Figure 1. Supply network (run 1).
Pins as bars on the die edge.
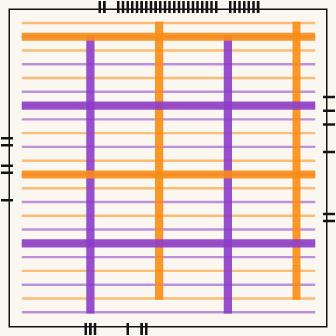
Figure 2. Cell classes on the final placement (run 1).
The bar under the picture is 20 microns long.
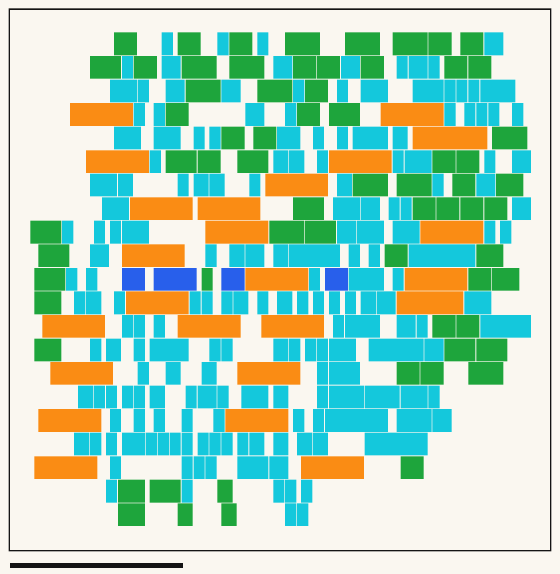
Figure 3. Clock distribution (run 1).
The bar under the picture is 20 microns long.
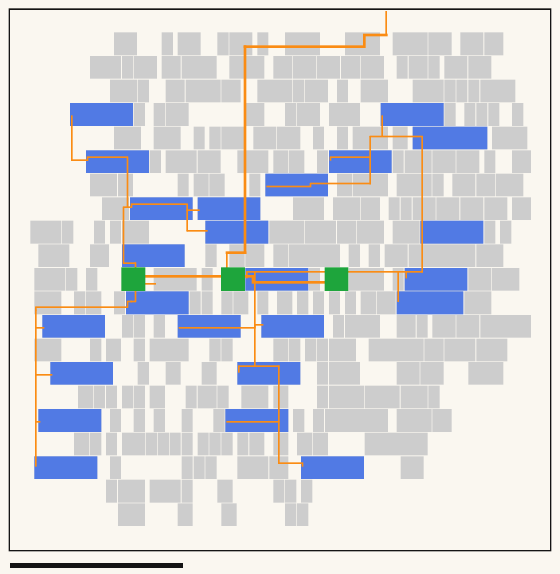
## config.mk

```make
export PLATFORM = sky130hd
export DESIGN_NAME = stream_router_w_id_flat
export DESIGN_NICKNAME = d
export VERILOG_FILES = /design/src/rtl/stream_router_pkg.sv /design/src/rtl/stream_router_w_id_if.sv /design/src/rtl/stream_out_slice.sv /design/src/rtl/stream_router_w_id.sv /design/src/flat_wrapper.sv
export SDC_FILE = /design/constraint.sdc
export NUM_CORES = 1
export LEC_CHECK = 0
export ABC_AREA = 1
export CORE_MARGIN = 2
export CORE_UTILIZATION = 40
export CTS_BUF_LIST = sky130_fd_sc_hd__clkbuf_4 sky130_fd_sc_hd__clkbuf_8 sky130_fd_sc_hd__clkbuf_16
export DETAILED_ROUTE_END_ITERATION = 8
export GPL_TIMING_DRIVEN = 0
export MAX_ROUTING_LAYER = met4
export PLACE_DENSITY = 0.75
export SYNTH_ARGS = -nofsm -noshare
export SYNTH_HDL_FRONTEND = slang
export SYNTH_HIERARCHICAL = 1
export SYNTH_SLANG_ARGS = --single-unit
```

## constraint.sdc

```tcl
create_clock -name clk -period 1.9 [get_ports clk]
set_clock_uncertainty 0.15 [all_clocks]
set_input_delay 0.38 -clock clk [delete_from_list [all_inputs] [get_ports clk]]
set_output_delay 0.38 -clock clk [all_outputs]
set_load 0.05 [all_outputs]
```

## src/rtl/stream_router_pkg.sv

```systemverilog
// rtl/stream_router_pkg.sv - shared state type and id range helper for the id-tagged stream router
package stream_router_pkg;

   typedef enum logic [1:0] {
      ST_IDLE = 2'd0,
      ST_FWD  = 2'd1,
      ST_DROP = 2'd2
   } router_state_t;

   function automatic logic id_in_range(input int unsigned id, input int unsigned count);
      return id < count;
   endfunction

endpackage

```

## src/rtl/stream_router_w_id_if.sv

```systemverilog
// rtl/stream_router_w_id_if.sv - input stream, per-port output streams and drop count of the router
interface stream_router_w_id_if #(
   parameter int unsigned T_DATA_WIDTH   = 4,
   parameter int unsigned T_QOS__WIDTH   = 2,
   parameter int unsigned STREAM_COUNT   = 3,
   parameter int unsigned T_ID___WIDTH   = $clog2(STREAM_COUNT),
   parameter int unsigned DROP_CNT_WIDTH = 8
);

   logic [T_DATA_WIDTH-1:0]                    s_data_in;
   logic [T_QOS__WIDTH-1:0]                    s_qos_in;
   logic [T_ID___WIDTH-1:0]                    s_id_in;
   logic                                       s_last_in;
   logic                                       s_valid_in;
   logic                                       s_ready_out;

   logic [STREAM_COUNT-1:0][T_DATA_WIDTH-1:0]  m_data_out;
   logic [STREAM_COUNT-1:0][T_QOS__WIDTH-1:0]  m_qos_out;
   logic [STREAM_COUNT-1:0]                    m_last_out;
   logic [STREAM_COUNT-1:0]                    m_valid_out;
   logic [STREAM_COUNT-1:0]                    m_ready_in;

   logic [DROP_CNT_WIDTH-1:0]                  drop_count_out;

   modport master (
      output s_data_in, s_qos_in, s_id_in, s_last_in, s_valid_in,
      input  s_ready_out,
      input  m_data_out, m_qos_out, m_last_out, m_valid_out,
      output m_ready_in,
      input  drop_count_out
   );

   modport slave (
      input  s_data_in, s_qos_in, s_id_in, s_last_in, s_valid_in,
      output s_ready_out,
      output m_data_out, m_qos_out, m_last_out, m_valid_out,
      input  m_ready_in,
      output drop_count_out
   );

endinterface

```

## src/rtl/stream_out_slice.sv

```systemverilog
// rtl/stream_out_slice.sv - one-entry output register with load/drain handshake and per-port decode
module stream_out_slice #(
   parameter int unsigned DATA_WIDTH   = 4,
   parameter int unsigned QOS_WIDTH    = 2,
   parameter int unsigned ID_WIDTH     = 2,
   parameter int unsigned STREAM_COUNT = 3
) (
   input  logic                                    clk,
   input  logic                                    rst,
   input  logic                                    load,
   input  logic [DATA_WIDTH-1:0]                   load_data,
   input  logic [QOS_WIDTH-1:0]                    load_qos,
   input  logic                                    load_last,
   input  logic [ID_WIDTH-1:0]                     load_dest,
   input  logic [STREAM_COUNT-1:0]                 port_ready,
   output logic                                    slot_free,
   output logic [STREAM_COUNT-1:0]                 port_valid,
   output logic [STREAM_COUNT-1:0][DATA_WIDTH-1:0] port_data,
   output logic [STREAM_COUNT-1:0][QOS_WIDTH-1:0]  port_qos,
   output logic [STREAM_COUNT-1:0]                 port_last
);

   logic                  buf_valid;
   logic [DATA_WIDTH-1:0] buf_data;
   logic [QOS_WIDTH-1:0]  buf_qos;
   logic                  buf_last;
   logic [ID_WIDTH-1:0]   buf_dest;
   logic                  dest_ready;

   // Only the destination port's ready matters; the others are ignored.
   always_comb begin
      dest_ready = 1'b0;
      for (int i = 0; i < STREAM_COUNT; i++) begin
         if (buf_dest == ID_WIDTH'(i)) begin
            dest_ready = port_ready[i];
         end
      end
   end

   assign slot_free = !buf_valid || dest_ready;

   always_ff @(posedge clk) begin
      if (rst) begin
         buf_valid <= 1'b0;
         buf_data  <= '0;
         buf_qos   <= '0;
         buf_last  <= 1'b0;
         buf_dest  <= '0;
      end else if (load) begin
         buf_valid <= 1'b1;
         buf_data  <= load_data;
         buf_qos   <= load_qos;
         buf_last  <= load_last;
         buf_dest  <= load_dest;
      end else if (buf_valid && dest_ready) begin
         buf_valid <= 1'b0;
      end
   end

   always_comb begin
      port_valid = '0;
      port_data  = '0;
      port_qos   = '0;
      port_last  = '0;
      for (int i = 0; i < STREAM_COUNT; i++) begin
         if (buf_dest == ID_WIDTH'(i)) begin
            port_valid[i] = buf_valid;
            port_data[i]  = buf_data;
            port_qos[i]   = buf_qos;
            port_last[i]  = buf_last;
         end
      end
   end

endmodule

```

## src/rtl/stream_router_w_id.sv

```systemverilog
// rtl/stream_router_w_id.sv - routes whole tagged packets to output port id; drops and counts bad ids
module stream_router_w_id
   import stream_router_pkg::*;
#(
   parameter int unsigned T_DATA_WIDTH   = 4,
   parameter int unsigned T_QOS__WIDTH   = 2,
   parameter int unsigned STREAM_COUNT   = 3,
   parameter int unsigned T_ID___WIDTH   = $clog2(STREAM_COUNT),
   parameter int unsigned DROP_CNT_WIDTH = 8
) (
   input  logic                 clk,
   input  logic                 rst,
   stream_router_w_id_if.slave  bus
);

   router_state_t             state_q, state_d;
   logic [T_ID___WIDTH-1:0]   dest_q;
   logic [T_QOS__WIDTH-1:0]   qos_q;
   logic [DROP_CNT_WIDTH-1:0] drop_q;

   logic                      slot_free;
   logic                      s_ready;
   logic                      accept;
   logic                      id_ok;
   logic                      latch_ctx;
   logic                      load;
   logic                      drop_inc;
   logic [T_ID___WIDTH-1:0]   load_dest;
   logic [T_QOS__WIDTH-1:0]   load_qos;

   assign id_ok  = id_in_range(32'(bus.s_id_in), STREAM_COUNT);
   assign accept = bus.s_valid_in && s_ready;

   always_comb begin
      state_d   = state_q;
      s_ready   = (state_q == ST_DROP) ? 1'b1 : slot_free;
      load      = 1'b0;
      drop_inc  = 1'b0;
      latch_ctx = 1'b0;
      load_dest = dest_q;
      load_qos  = qos_q;
      case (state_q)
         ST_IDLE: begin
            if (accept) begin
               if (id_ok) begin
                  // First beat routes with its own tag, ahead of the latch update.
                  load      = 1'b1;
                  latch_ctx = 1'b1;
                  load_dest = bus.s_id_in;
                  load_qos  = bus.s_qos_in;
                  if (!bus.s_last_in) begin
                     state_d = ST_FWD;
                  end
               end else begin
                  drop_inc = 1'b1;
                  if (!bus.s_last_in) begin
                     state_d = ST_DROP;
                  end
               end
            end
         end
         ST_FWD: begin
            if (accept) begin
               load = 1'b1;
               if (bus.s_last_in) begin
                  state_d = ST_IDLE;
               end
            end
         end
         ST_DROP: begin
            if (accept && bus.s_last_in) begin
               state_d = ST_IDLE;
            end
         end
         default: begin
            state_d = ST_IDLE;
         end
      endcase
   end

   always_ff @(posedge clk) begin
      if (rst) begin
         state_q <= ST_IDLE;
         dest_q  <= '0;
         qos_q   <= '0;
         drop_q  <= '0;
      end else begin
         state_q <= state_d;
         if (latch_ctx) begin
            dest_q <= bus.s_id_in;
            qos_q  <= bus.s_qos_in;
         end
         if (drop_inc && (drop_q != '1)) begin
            drop_q <= drop_q + DROP_CNT_WIDTH'(1);
         end
      end
   end

   assign bus.s_ready_out    = s_ready;
   assign bus.drop_count_out = drop_q;

   stream_out_slice #(
      .DATA_WIDTH   (T_DATA_WIDTH),
      .QOS_WIDTH    (T_QOS__WIDTH),
      .ID_WIDTH     (T_ID___WIDTH),
      .STREAM_COUNT (STREAM_COUNT)
   ) u_slice (
      .clk        (clk),
      .rst        (rst),
      .load       (load),
      .load_data  (bus.s_data_in),
      .load_qos   (load_qos),
      .load_last  (bus.s_last_in),
      .load_dest  (load_dest),
      .port_ready (bus.m_ready_in),
      .slot_free  (slot_free),
      .port_valid (bus.m_valid_out),
      .port_data  (bus.m_data_out),
      .port_qos   (bus.m_qos_out),
      .port_last  (bus.m_last_out)
   );

endmodule

```

## src/flat_wrapper.sv

```systemverilog
// flat-port wrapper written by rule: the top's interface ports become plain ports
module stream_router_w_id_flat import stream_router_pkg::*;
#(
   parameter int unsigned T_DATA_WIDTH   = 4,
   parameter int unsigned T_QOS__WIDTH   = 2,
   parameter int unsigned STREAM_COUNT   = 3,
   parameter int unsigned T_ID___WIDTH   = $clog2(STREAM_COUNT),
   parameter int unsigned DROP_CNT_WIDTH = 8
)
  (clk, rst, bus_s_data_in, bus_s_qos_in, bus_s_id_in, bus_s_last_in, bus_s_valid_in, bus_s_ready_out, bus_m_data_out, bus_m_qos_out, bus_m_last_out, bus_m_valid_out, bus_m_ready_in, bus_drop_count_out);
  stream_router_w_id_if #(.T_DATA_WIDTH(T_DATA_WIDTH), .T_QOS__WIDTH(T_QOS__WIDTH), .STREAM_COUNT(STREAM_COUNT), .T_ID___WIDTH(T_ID___WIDTH), .DROP_CNT_WIDTH(DROP_CNT_WIDTH)) bus_i ();
  input  logic clk;
  input  logic rst;
  input wire logic [$bits(bus_i.s_data_in)-1:0] bus_s_data_in;
  input wire logic [$bits(bus_i.s_qos_in)-1:0] bus_s_qos_in;
  input wire logic [$bits(bus_i.s_id_in)-1:0] bus_s_id_in;
  input wire logic [$bits(bus_i.s_last_in)-1:0] bus_s_last_in;
  input wire logic [$bits(bus_i.s_valid_in)-1:0] bus_s_valid_in;
  output wire logic [$bits(bus_i.s_ready_out)-1:0] bus_s_ready_out;
  output wire logic [$bits(bus_i.m_data_out)-1:0] bus_m_data_out;
  output wire logic [$bits(bus_i.m_qos_out)-1:0] bus_m_qos_out;
  output wire logic [$bits(bus_i.m_last_out)-1:0] bus_m_last_out;
  output wire logic [$bits(bus_i.m_valid_out)-1:0] bus_m_valid_out;
  input wire logic [$bits(bus_i.m_ready_in)-1:0] bus_m_ready_in;
  output wire logic [$bits(bus_i.drop_count_out)-1:0] bus_drop_count_out;
  assign bus_i.s_data_in = bus_s_data_in;
  assign bus_i.s_qos_in = bus_s_qos_in;
  assign bus_i.s_id_in = bus_s_id_in;
  assign bus_i.s_last_in = bus_s_last_in;
  assign bus_i.s_valid_in = bus_s_valid_in;
  assign bus_s_ready_out = bus_i.s_ready_out;
  assign bus_m_data_out = bus_i.m_data_out;
  assign bus_m_qos_out = bus_i.m_qos_out;
  assign bus_m_last_out = bus_i.m_last_out;
  assign bus_m_valid_out = bus_i.m_valid_out;
  assign bus_i.m_ready_in = bus_m_ready_in;
  assign bus_drop_count_out = bus_i.drop_count_out;
  stream_router_w_id #(.T_DATA_WIDTH(T_DATA_WIDTH), .T_QOS__WIDTH(T_QOS__WIDTH), .STREAM_COUNT(STREAM_COUNT), .T_ID___WIDTH(T_ID___WIDTH), .DROP_CNT_WIDTH(DROP_CNT_WIDTH)) u_core (.clk(clk), .rst(rst), .bus(bus_i));
endmodule
```

==> metrics.sh, run 1 <==
R2R-START='u_core/u_slice/buf_valid$_SDFFE_PP0P_'
SYNTH.COMB.LARGEST_FAMILY='simple AND/OR/NAND/NOR gates'
SHARE_OF_TOTAL_POWER_IN_SEQUENTIAL_CELLS=0.391
SETUP_VIOLATIONS=9
SETUP_SLACK_NS=-0.06194
CLOCKBUFFERCOUNT=4
GRT_OVERFLOW_TOTAL=0
SWITCHING_SHARE=0.3967
VIOLATIONS_IN_THE_FINAL_REPORTS='setup timing'
GRT_MET2_USE=0.3560
GRT_ANTENNA_BEFORE_REPAIR=0
NUMSYNTHFLOPS=24
FINISH.CELL_COUNT_WITHOUT_FILLERS=325
SYNTHDOMINANTCELLAREASHARE=0.3523
NETLIST_TOP_CELLS_AREA='dfxtp_1 (35%), nor2_1 (12%), nand2_1 (11%), inv_1 (8.3%), a21oi_1 (5.9%)'
WORSTSETUPSTARTPOINTTYPE='flop'
SYNTH_STAT.CELLS=210
OUTCOME='finished with violations'
POST-ROUTE-DRC-COUNT=0
ANTENNA_CELLS=0
CTS_MADE_BUFFERS=3
FF_COUNT=24
INTERNAL_POWER_W=0.0008809
YOSYS_AREA_SQ_UM=1364
Back to the opening pictures, Figure 1:
| net | colour |
|---|---|
| VSS | purple |
| VDD | orange |
rows: 21
met5 straps: 4
Chip Width: 62.39 microns
vertical die dimension: 62.39 microns
largest voltage drop on the vdd net: 0.6483 mV
area of the core: 3311 sq um

Back to the opening pictures, Figure 2:
| class | colour | cells | share of their area |
|---|---|---|---|
| flip-flops | orange | 24 | 23% |
| clock drivers and dummy loads | blue | 4 | 1.7% |
| all other logic | cyan | 185 | 49% |
| other buffers and delay cells | green | 66 | 27% |
flop share of the area: 0.2230
number of core rows: 21
Final Instance Area: 2177 sq um
utilization after layout: 0.6576

Back to the opening pictures, Figure 3:
[flip-flops] blue | count: 24
[cells driving clock nets] green | count: 3
[clock wires] orange | length: 273 microns
routed clock nets: 4
Clock Power: 0.000268 W
relative contribution of the clock network to total power: 0.184
insertion delay at the late pin of the worst-skew pair: 0.32 ns

## run 1: Yosys cell counts
master,count
a211oi_1,1
a21oi_1,16
a21oi_2,2
and2_1,1
and2_2,1
buf_4,1
clkbuf_1,1
dfxtp_1,24
ha_1,1
inv_1,30
inv_2,6
nand2_1,41
nand2_2,4
nand2_4,1
nand3_1,6
nand3_2,2
nand3_4,1
nand3b_1,1
nand4_1,2
nand4_2,1
nor2_1,45
nor2_2,1
nor2_4,2
nor2_8,1
nor3_1,2
o21ai_0,11
o21ai_1,3
o21ai_2,1
xor2_1,1
## run 1: tightest hold or removal path, delay by kind of cell (launching register included)
family | cells | cell delay (ns)
flip-flops | 1 | 0.36
AND/OR/NAND/NOR | 1 | 0.07
AND-OR/OR-AND | 1 | 0.06
Figure 4. Wiring by layer (run 1).
Two of the layers only.
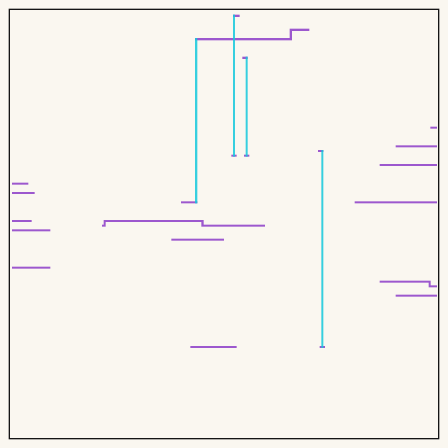

--- run 2 (diff from run 1) ---
--- a/config.mk
+++ b/config.mk
@@ -10,7 +10,7 @@
 export CORE_UTILIZATION = 40
 export CTS_BUF_LIST = sky130_fd_sc_hd__clkbuf_4 sky130_fd_sc_hd__clkbuf_8 sky130_fd_sc_hd__clkbuf_16
 export DETAILED_ROUTE_END_ITERATION = 8
-export GPL_TIMING_DRIVEN = 0
+export GPL_ROUTABILITY_DRIVEN = 0
 export MAX_ROUTING_LAYER = met4
 export PLACE_DENSITY = 0.75
 export SYNTH_ARGS = -nofsm -noshare
Figure 5. Wiring by layer (run 2).
Two of the layers only.
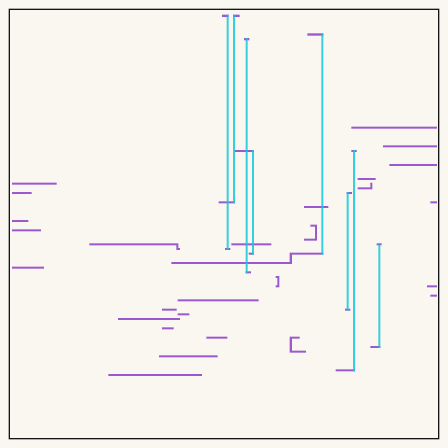
| layer | colour | wire length |
|---|---|---|
| met4 | cyan | 206 microns |
| met3 | purple | 173 microns |

==> run 2 against run 1 <==
Net effect: the run still ends with setup timing left; clock-buffer cell count is the same; clock power is essentially flat; synthesized area is the same; non-clock buffer count grew 18; design area grew 26%; die area is the same; sequential power is essentially flat; sequential cell count is the same; first-iteration DRC count grew 110%; wire length grew 31%; worst setup slack lost 0.24 ns; fmax shrank 11%; critical endpoint is now u_core/u_slice/buf_data[1]$_SDFFE_PP0P_; largest power group unchanged.
==> metrics.sh, run 2 <==
OUTCOME='finished with violations'
VIOLATIONS_IN_THE_FINAL_REPORTS='setup timing'
DESIGN.CORE.AREA_SQ_UM=3311  # unchanged
POST-ROUTE-UTIL=0.8254  # +0.1678
ANTENNA_CELLS=0  # unchanged
COMMON_CELLS='nor2_1 (45), nand2_1 (41), inv_1 (30)'
SETUP_SLACK_NS=-0.3012  # -0.2392 ns
SYNTH_DOMINANT_CELL_COUNT='nor2_1'
GRT_ANTENNA_BEFORE_REPAIR=0  # unchanged
WORSTSETUPSTARTPOINTTYPE='flop'
FLOORPLAN.ROWS=21  # unchanged
CTS_MADE_BUFFERS=3  # unchanged
SWITCHING_SHARE=0.3982  # +0.001535
R2R-START='u_core/u_slice/buf_dest[0]$_SDFFE_PP0P_'
CHIPWIDTH_MICRONS=62.39  # unchanged
YOSYS_AREA_SQ_UM=1364  # unchanged
SYNTHARSTFLOPSHARE=0  # unchanged
SEQ-CELL-SHARE=0.1772  # -0.04579
SETUP_VIOLATIONS=22  # +13
CLOCKBUFFERCOUNT=4  # unchanged
FINISH.CELL_COUNT_WITHOUT_FILLERS=343  # +5.5%
FF_COUNT=24  # unchanged
SHARE_OF_TOTAL_POWER_IN_SEQUENTIAL_CELLS=0.337  # -0.054
SYNTH.COMB.LARGEST_FAMILY='simple AND/OR/NAND/NOR gates'
FINAL_AREA_SQ_UM=2733  # +26%
CLK-INSERTION-DELAY-LATE_NS=0.32  # about the same
NUMSYNTHFLOPS=24  # unchanged
Figure 6. Clock distribution (run 2).
The bar under the picture is 20 microns long.
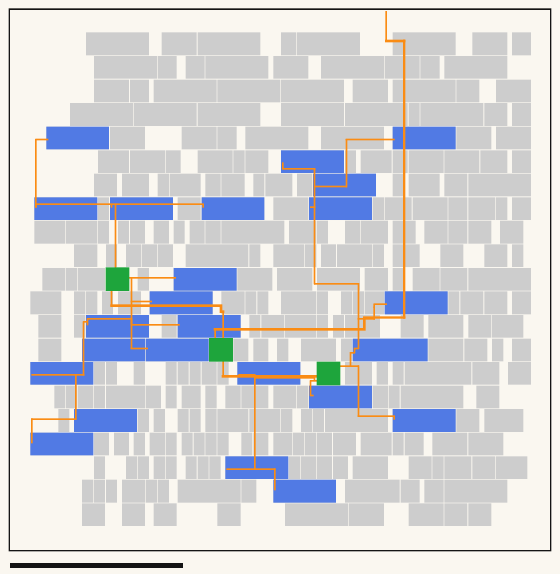
[flip-flops] blue | count: 24
[clock wires] orange | length: 289 microns
[cells driving clock nets] green | count: 3
routed clock nets: 4
relative contribution of the clock network to total power: 0.157

==> run 2: layer usage <==
| metal | share of wire | global-route usage |
|---|---|---|
| met5 | 0 | - |
| met4 | 0.039 | 0.09722 |
| met3 | 0.033 | 0.04324 |
| met2 | 0.54 | 0.4130 |
| met1 | 0.39 | 0.2818 |
==> run 2: power by group through the flow <==
stage,Clock [W],Combinational (W),Sequential (W)
global placement,0,0.000614,0.000574
finish,0.000268,0.000861,0.000574
floorplan,0,0.000327,0.000581
detailed placement,0,0.000622,0.000576
CTS,0.000277,0.000724,0.000567
global route,0.000295,0.000901,0.000578
==> run 2: worst max-delay path: cells and delay by family (launching register included) <==
kind	cells	cell delay, ns
DFF	1	0.42
AOI/OAI and AO/OA	3	0.50
and+or+nand+nor	4	0.41
buffers and inverters	5	0.61
Figure 7. Clock wiring as the flow saved it (run 2).
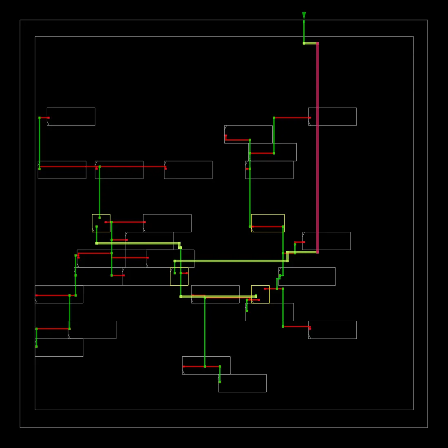

--- run 3 (diff from run 2) ---
--- a/config.mk
+++ b/config.mk
@@ -6,13 +6,15 @@
 export NUM_CORES = 1
 export LEC_CHECK = 0
 export ABC_AREA = 1
+export CAP_MARGIN = 20
 export CORE_MARGIN = 2
 export CORE_UTILIZATION = 40
 export CTS_BUF_LIST = sky130_fd_sc_hd__clkbuf_4 sky130_fd_sc_hd__clkbuf_8 sky130_fd_sc_hd__clkbuf_16
 export DETAILED_ROUTE_END_ITERATION = 8
 export GPL_ROUTABILITY_DRIVEN = 0
 export MAX_ROUTING_LAYER = met4
-export PLACE_DENSITY = 0.75
+export PLACE_DENSITY = 0.82
+export RECOVER_POWER = 25
 export SYNTH_ARGS = -nofsm -noshare
 export SYNTH_HDL_FRONTEND = slang
 export SYNTH_HIERARCHICAL = 1
Figure 8. Clock wiring as the flow saved it (run 3).
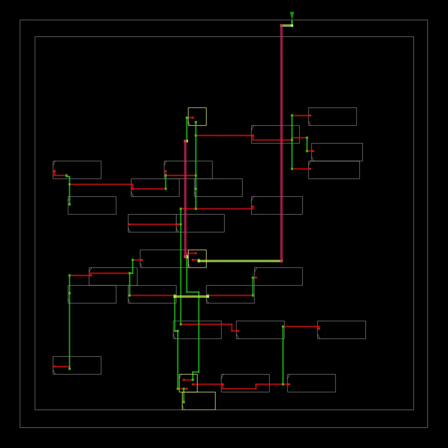
CTS Sinks: 24
Clock Power: 0.000285 W

==> run 3 against run 2 <==
Net effect: the flow still finishes with violations (setup timing); global-route usage is 0.15 points lower; combinational power is 1% lower; critical path type is now flop to output pin; design area is 3.1% lower; largest power group unchanged; first-iteration DRC count is 30% higher; synthesized area stayed put; power is 0.24% higher; worst hold slack better by 0.0084 ns; critical path depth is 4 lower; highest routed layer unchanged; sequential cell count stayed put.
==> metrics.sh, run 3 <==
OUTCOME='finished with violations'
VIOLATIONS_IN_THE_FINAL_REPORTS='setup timing'
LAYOUT_TOP_CELL_EXCL_FILL_TAP='nand2_1'
CELLLEAKAGEPOWER_nW=1.130
P_CLK_FRAC=0.167  # +0.010
LARGEST_REGISTER_FFS=8
TOP_LAYER='met4'
SYNTHARSTFLOPSHARE=0  # unchanged
R2R-START='u_core/u_slice/buf_dest[0]$_SDFFE_PP0P_'
FLOORPLAN.ROWS=21  # unchanged
DESIGN.CORE.AREA_SQ_UM=3311  # unchanged
SWITCHING_SHARE=0.4023  # +0.004113
CP_DATA_ARRIVAL_TIME_NS=1.54
FINAL_LAYOUT_TOP_LOGIC_CELLS='nand2_1 (39), buf_4 (33), buf_12 (27)'
FINISH.CELL_COUNT_WITHOUT_FILLERS=340  # -0.87%
PORT_BUFFERS=47
MET2ROUTEDLENGTH_MM=3.109  # +9.4%
WORSTSETUPSTARTPOINTTYPE='flop'
FINAL_AREA_SQ_UM=2649  # -3.1%
GRT_MET2_USE=0.4375  # +0.02446
POWER_TOP_CONSUMER='combinational logic'
NUMSYNTHFLOPS=24  # unchanged
POST-ROUTE-UTIL=0.8001  # -0.02532
CTS_MADE_BUFFERS=3  # unchanged
ROUTEDLENGTHMET1_MM=1.966  # -4.4%
CRITICAL-PATH-TOP-DELAY-FAMILY='buffers and inverters'
CHIPWIDTH_MICRONS=62.39  # unchanged
SYNTH_DOMINANT_CELL_COUNT='nor2_1'
HOLDCRITPATHCLASS='flop to flop'
PERIOD_USED_SHARE=1.088
POST-ROUTE-DRC-COUNT=0
SETUP_SLACK_NS=-0.1672  # +0.1340 ns
SETUP_VIOLATIONS=31  # +41%
TIMING_WORST_SLEW_PIN_VALUE_NS=0.4341
YOSYS_AREA_SQ_UM=1364  # unchanged
POWER_SEQUENTIAL_W=0.000572  # about the same
SHARE_OF_TOTAL_POWER_IN_SEQUENTIAL_CELLS=0.335  # -0.002
GR-MAX-USAGE-LAYER='met2'
WIRE_LENGTH_ON_MET3_MICRONS=311  # +81%
CLK-INSERTION-DELAY-LATE_NS=0.33  # about the same
GLOBAL_ROUTING_USAGE_ON_MET3=0.01802  # -0.02523
TIMING.CRITICAL_PATH.DEPTH=8  # -4
CRIT_BUF_INV=4  # -1
POWER_COMBINATIONAL_W=0.000850  # -1%
GRT_PASS1_VIAS=1509
Figure 9. Wiring by layer (run 3).
Two of the layers only.
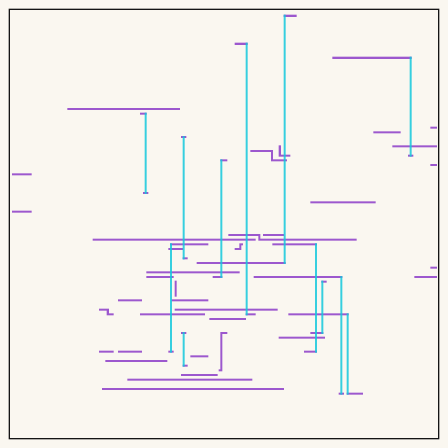
| layer | colour | wire length |
|---|---|---|
| met4 | cyan | 208 microns |
| met3 | purple | 311 microns |
vias after detailed routing: 1759
average detailed-routed wire length per instance: 16.46 microns
total routing usage reported by global routing: 0.2400
Detailed Route WL: 5.595 mm

==> run 3: logic make-up (layout without fill, tap and decap cells) <==
group / count (synthesis) / in the layout / synth area share
AOI/OAI and AO/OA: 34 / 34 / 0.1349
adders and majority gates: 1 / 1 / 0.009173
buffers and inverters: 38 / 122 / 0.1073
and+or+nand+nor: 112 / 112 / 0.3899
DFF: 24 / 24 / 0.3523
xor gates and xnor gates: 1 / 1 / 0.006423
==> run 3: final cells by class <==
class                      count  area (sq um)  share of cell area
sequential                    24         484.2              0.1828
inverter                      36         147.6             0.05574
tap                           46         57.56             0.02173
multi-input combinational    148         933.4              0.3524
timing repair inverter         1         7.507            0.002834
clock buffer                   4         36.28             0.01370
timing repair buffer          81         982.2              0.3708
Power and IR drop assume default switching activity.
